**src/rtl/game_flow_ctrl.sv**
```systemverilog
// Top-level game sequencer: start screen, level entry, play, death and game over.
// Every state, room and counter change commits on a frame_tick so the display never tears.
module game_flow_ctrl #(
    parameter int unsigned NUM_LEVELS      = 3,
    parameter int unsigned START_LIVES     = 3,
    parameter int unsigned ENTRY_FRAMES    = 60,
    parameter int unsigned DEATH_FRAMES    = 90,
    parameter int unsigned OVER_FRAMES     = 180,
    parameter int unsigned BLINK_FRAMES    = 30,
    parameter int unsigned DEBOUNCE_FRAMES = 3
) (
    input  logic       Clk,
    input  logic       Reset_n,
    input  logic       frame_tick,
    input  logic       start_key,
    input  logic       player_died,
    input  logic       level_done,
    output logic [2:0] RoomNum,
    output logic       game_active,
    output logic       freeze,
    output logic       show_prompt,
    output logic [1:0] lives
);

    localparam logic [2:0] S_START = 3'd0;
    localparam logic [2:0] S_ENTER = 3'd1;
    localparam logic [2:0] S_PLAY  = 3'd2;
    localparam logic [2:0] S_DYING = 3'd3;
    localparam logic [2:0] S_OVER  = 3'd4;

    localparam logic [2:0] ROOM_OVER  = 3'd6;
    localparam logic [2:0] ROOM_START = 3'd7;

    localparam int unsigned MAX_ED = (ENTRY_FRAMES > DEATH_FRAMES) ? ENTRY_FRAMES : DEATH_FRAMES;
    localparam int unsigned MAX_OB = (OVER_FRAMES > BLINK_FRAMES) ? OVER_FRAMES : BLINK_FRAMES;
    localparam int unsigned MAX_FR = (MAX_ED > MAX_OB) ? MAX_ED : MAX_OB;
    localparam int unsigned CNT_W  = $clog2(MAX_FR + 1);
    localparam int unsigned DB_W   = $clog2(DEBOUNCE_FRAMES + 1);

    logic [2:0]       state, state_nx;
    logic [2:0]       level, level_nx;
    logic [2:0]       room_nx;
    logic [CNT_W-1:0] frame_cnt, frame_cnt_nx;
    logic [1:0]       lives_nx;
    logic             prompt_nx;

    logic             key_db;
    logic [DB_W-1:0]  db_cnt;
    logic             db_flip;
    logic             press;

    logic             in_play;
    logic             die_pend, done_pend;
    logic             die_now, done_now;

    // ---------------- start key debounce (sampled once per frame) ----------------
    assign db_flip = frame_tick && (start_key != key_db) &&
                     (db_cnt == DB_W'(DEBOUNCE_FRAMES - 1));
    assign press   = db_flip && !key_db;

    always_ff @(posedge Clk or negedge Reset_n) begin
        if (!Reset_n) begin
            key_db <= 1'b0;
            db_cnt <= '0;
        end else if (frame_tick) begin
            if (start_key == key_db) begin
                db_cnt <= '0;
            end else if (db_flip) begin
                key_db <= ~key_db;
                db_cnt <= '0;
            end else begin
                db_cnt <= db_cnt + 1'b1;
            end
        end
    end

    // ---------------- sticky game events, consumed at the next frame ----------------
    assign in_play  = (state == S_PLAY);
    // A pulse landing on the tick cycle itself is consumed by that same tick.
    assign die_now  = die_pend  || (in_play && player_died);
    assign done_now = done_pend || (in_play && level_done);

    always_ff @(posedge Clk or negedge Reset_n) begin
        if (!Reset_n) begin
            die_pend  <= 1'b0;
            done_pend <= 1'b0;
        end else if (frame_tick) begin
            die_pend  <= 1'b0;
            done_pend <= 1'b0;
        end else begin
            if (in_play && player_died) die_pend  <= 1'b1;
            if (in_play && level_done)  done_pend <= 1'b1;
        end
    end

    // ---------------- next-state logic ----------------
    always_comb begin
        state_nx     = state;
        level_nx     = level;
        lives_nx     = lives;
        prompt_nx    = show_prompt;
        frame_cnt_nx = (&frame_cnt) ? frame_cnt : frame_cnt + 1'b1;

        case (state)
            S_START: begin
                if (press) begin
                    state_nx = S_ENTER;
                    level_nx = '0;
                    lives_nx = 2'(START_LIVES);
                end else if (frame_cnt == CNT_W'(BLINK_FRAMES - 1)) begin
                    prompt_nx    = ~show_prompt;
                    frame_cnt_nx = '0;
                end
            end
            S_ENTER: begin
                if (frame_cnt == CNT_W'(ENTRY_FRAMES - 1))
                    state_nx = S_PLAY;
            end
            S_PLAY: begin
                if (die_now) begin
                    state_nx = S_DYING;
                end else if (done_now) begin
                    if (level < 3'(NUM_LEVELS - 1)) begin
                        level_nx = level + 3'd1;
                        state_nx = S_ENTER;
                    end else begin
                        state_nx = S_START;
                    end
                end
            end
            S_DYING: begin
                if (frame_cnt == CNT_W'(DEATH_FRAMES - 1)) begin
                    if (lives > 2'd1) begin
                        lives_nx = lives - 2'd1;
                        state_nx = S_ENTER;
                    end else begin
                        lives_nx = 2'd0;
                        state_nx = S_OVER;
                    end
                end
            end
            S_OVER: begin
                if (frame_cnt == CNT_W'(OVER_FRAMES - 1))
                    state_nx = S_START;
            end
            default: begin
                state_nx = S_START;
            end
        endcase

        if (state_nx != state)
            frame_cnt_nx = '0;

        // Prompt is lit whenever START is (re)entered and dark everywhere else.
        if (state_nx != S_START)
            prompt_nx = 1'b0;
        else if (state != S_START)
            prompt_nx = 1'b1;

        case (state_nx)
            S_START: room_nx = ROOM_START;
            S_OVER:  room_nx = ROOM_OVER;
            default: room_nx = level_nx;
        endcase
    end

    // ---------------- registered state and outputs ----------------
    always_ff @(posedge Clk or negedge Reset_n) begin
        if (!Reset_n) begin
            state       <= S_START;
            level       <= '0;
            frame_cnt   <= '0;
            lives       <= 2'(START_LIVES);
            show_prompt <= 1'b1;
            RoomNum     <= ROOM_START;
            game_active <= 1'b0;
            freeze      <= 1'b0;
        end else if (frame_tick) begin
            state       <= state_nx;
            level       <= level_nx;
            frame_cnt   <= frame_cnt_nx;
            lives       <= lives_nx;
            show_prompt <= prompt_nx;
            RoomNum     <= room_nx;
            game_active <= (state_nx == S_PLAY);
            freeze      <= (state_nx == S_ENTER) || (state_nx == S_DYING);
        end
    end

endmodule

```
**config.mk**
```make
export PLATFORM = sky130hd
export DESIGN_NAME = game_flow_ctrl
export DESIGN_NICKNAME = d
export VERILOG_FILES = /design/src/rtl/game_flow_ctrl.sv
export SDC_FILE = /design/constraint.sdc
export NUM_CORES = 1
export LEC_CHECK = 0
export CAP_MARGIN = 40
export CORE_MARGIN = 4
export CORE_UTILIZATION = 43
export DETAILED_ROUTE_END_ITERATION = 10
export PLACE_DENSITY_LB_ADDON = 0.3
export SYNTH_ARGS = -nofsm -noshare
export SYNTH_HDL_FRONTEND = slang
export SYNTH_SLANG_ARGS = --single-unit
```
**constraint.sdc**
```tcl
create_clock -name Clk -period 2.2 [get_ports Clk]
set_input_delay 0.44 -clock Clk [delete_from_list [all_inputs] [get_ports Clk]]
set_output_delay 0.44 -clock Clk [all_outputs]
set_load 0.01 [all_outputs]
```
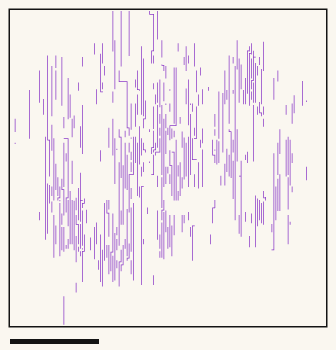
met2.png
Bar = 20 µm.
main direction: vertical
nets with wire on the layer: 193
share of all routed wire: 48%
wire length on this layer: 1,800 µm
longest straight run: 34.7 µm
met2 GRT Util: 25.7%
Routed Wire Length: 3760 µm
vias: 1,466

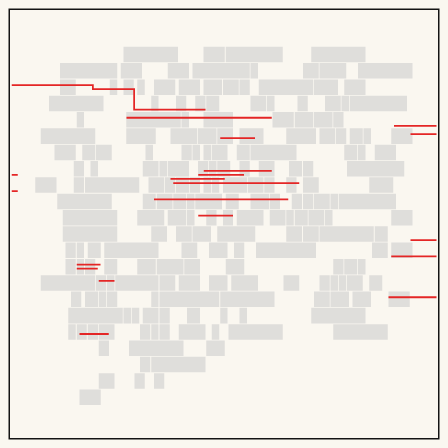
met3.png
Cells faint in the background.
longest straight run: 23.9 µm
share of all routed wire: 4.9%

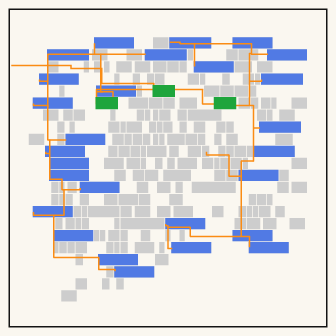
clock_map.png
[clock wires] orange | length: 326 µm
[flip-flops] blue | count: 27
[cells driving clock nets] green | count: 3
routed clock nets: 4
Max Clock Skew: 0.00333 ns
worst skew pair latency: 0.27 ns

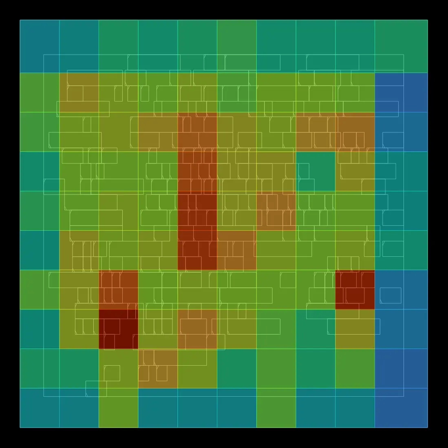
final_congestion.png
GR Util met3: 3.51%
M1 GR Usage: 22.2%
GRT busiest layer: met2
fin util: 54.0%
drt wl/cell: 14.7 µm

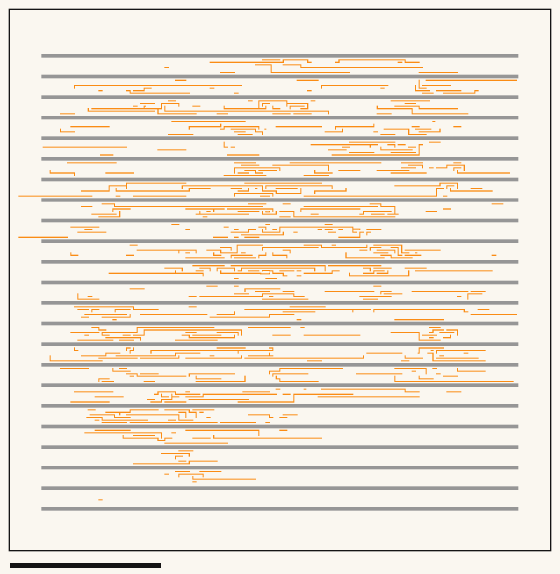
met1.png
Bar = 20 µm. Supply wires on this layer in grey.
main direction: horizontal
share of all routed wire: 47%
wire length on this layer: 1,770 µm
nets with wire on the layer: 197
longest straight run: 22.1 µm

==> results.tsv <==
metric	value	unit
outcome	complete, no violations	
top_logic_kind	AND-OR/OR-AND gates	
startpoint_type	primary input	
fa_ha_area_share	2.18	%
sequentialPower	777	µW
layout_top_cell	dfrtp_1	
rows	22	
tns	0	ns
dieHeight	71.3	µm
cts_buffers	3	
slowest_delay	0.44	ns
nets	217	
swShare	35.0	%
fin_ws	0.104	ns
finalPower	1.84	mW
switchingPower	643	µW
gr-total-overflow	0	
critPathCapture	frame_cnt[0]$_DFFE_PN0P_	
cp_cell_sequence	clkdlybuf4s50_1 -> nor2b_1 -> buf_4 -> a2111oi_4 -> a211oi_2 -> o211a_4 -> a21bo_1 -> a22o_1	
seqCellArea	683	µm²
vias_per_cell	5.75	
critPathKind	in -> reg	
grt_pass1_wl	6740	µm
stdcell_count	255	
wl_met2	1800	µm
num-nonclk-buffers	31	
seq_share	33.5	%
mux_area_share	2.47	%
common_cells	dfrtp_1, a21oi_1, nor2_1, nand2_1	
ys_seq_elements	27	
cp.buffers_inverters	2	
top_power_group	combinational logic	
pg_clk	281	µW
drive_gt1_share	21.3	%
reg2reg_depth	8	
antenna_found_initial	0	
critPathLaunch	start_key	
hold_depth	2	
edf_count	0	
io_buffers	13	
powerComb	779	µW
cts_buffer_depth	2	
die_x	71.3	µm
path_clk_slew	0.09	ns
hold_ws	0.491	ns
setup_violations	0	
min_period_over_period	95.3	%
fin_area	2040	µm²
cts_root_buffer	clkbuf_8	
wl_met3	185	µm
synth.cell_area	1730	µm²
ys_seq_share	39.6	%
yosysUniqueCellTypes	56	
dieArea	5090	µm²
antenna_cells	0	
async_reset_ff_share	100	%
worstPathArrival	2.26	ns
r2r_slack	0.12	ns
clkPwrFrac	15.3	%
warnings	27	
post-dp-hpwl	2860	µm
vdd.ir_drop.worst	544	µV
comb_share	46.0	%
fp_util	45.8	%
crit_cells	8	
syn2layout_area_growth	18.1	%
nonClkBufAreaFrac	13.6	%
hold_class	reg -> reg	
rsz0062_at_grt	no	
simple_gate_share	24.8	%
fmax	477	MHz
top_area_share	30.5	%
htreeDepth	1	
dp.cells	251	
drc_errors	0	
grt_pass1_vias	1495	
cp_max_fo	9	
cts_sinks	27	
required	2.37	ns
largest_class	multi-input combinational cells	
drt-met1-wl	1770	µm
critPathCaptureType	register	
finalCriticalPeriod	2.10	ns
logic_area	937	µm²
p_comb_share	42.4	%
postRouteAntennaNets	0	
crit_slowest_cell	clkdlybuf4s50_1	
drv_cap	0	
largest_register_ffs	8	
ys_sh_aoi	24.9	%
hold_path_end	RoomNum[2]$_DFFE_PN1P_	
logic_gate_count	136	
lay_top_cells	dfrtp_1, nor2_1, a21oi_1, buf_4, clkdlybuf4s50_1	
cts_hold_buf	0	
relSlewSlack	70.5	%
clkbuf_count	3	
syn_area_per_cell	9.48	µm²
synthCells	182	
xor_area_share	0	%
grt_start_max_net_pins	34	
min_from	RoomNum[2]$_DFFE_PN1P_	
drtIter0Drc	88	
grtUsageTotal	15.8	%
area_leaders	dfrtp_1, dfstp_2, a21oi_1, nor2_1, o21ai_0	
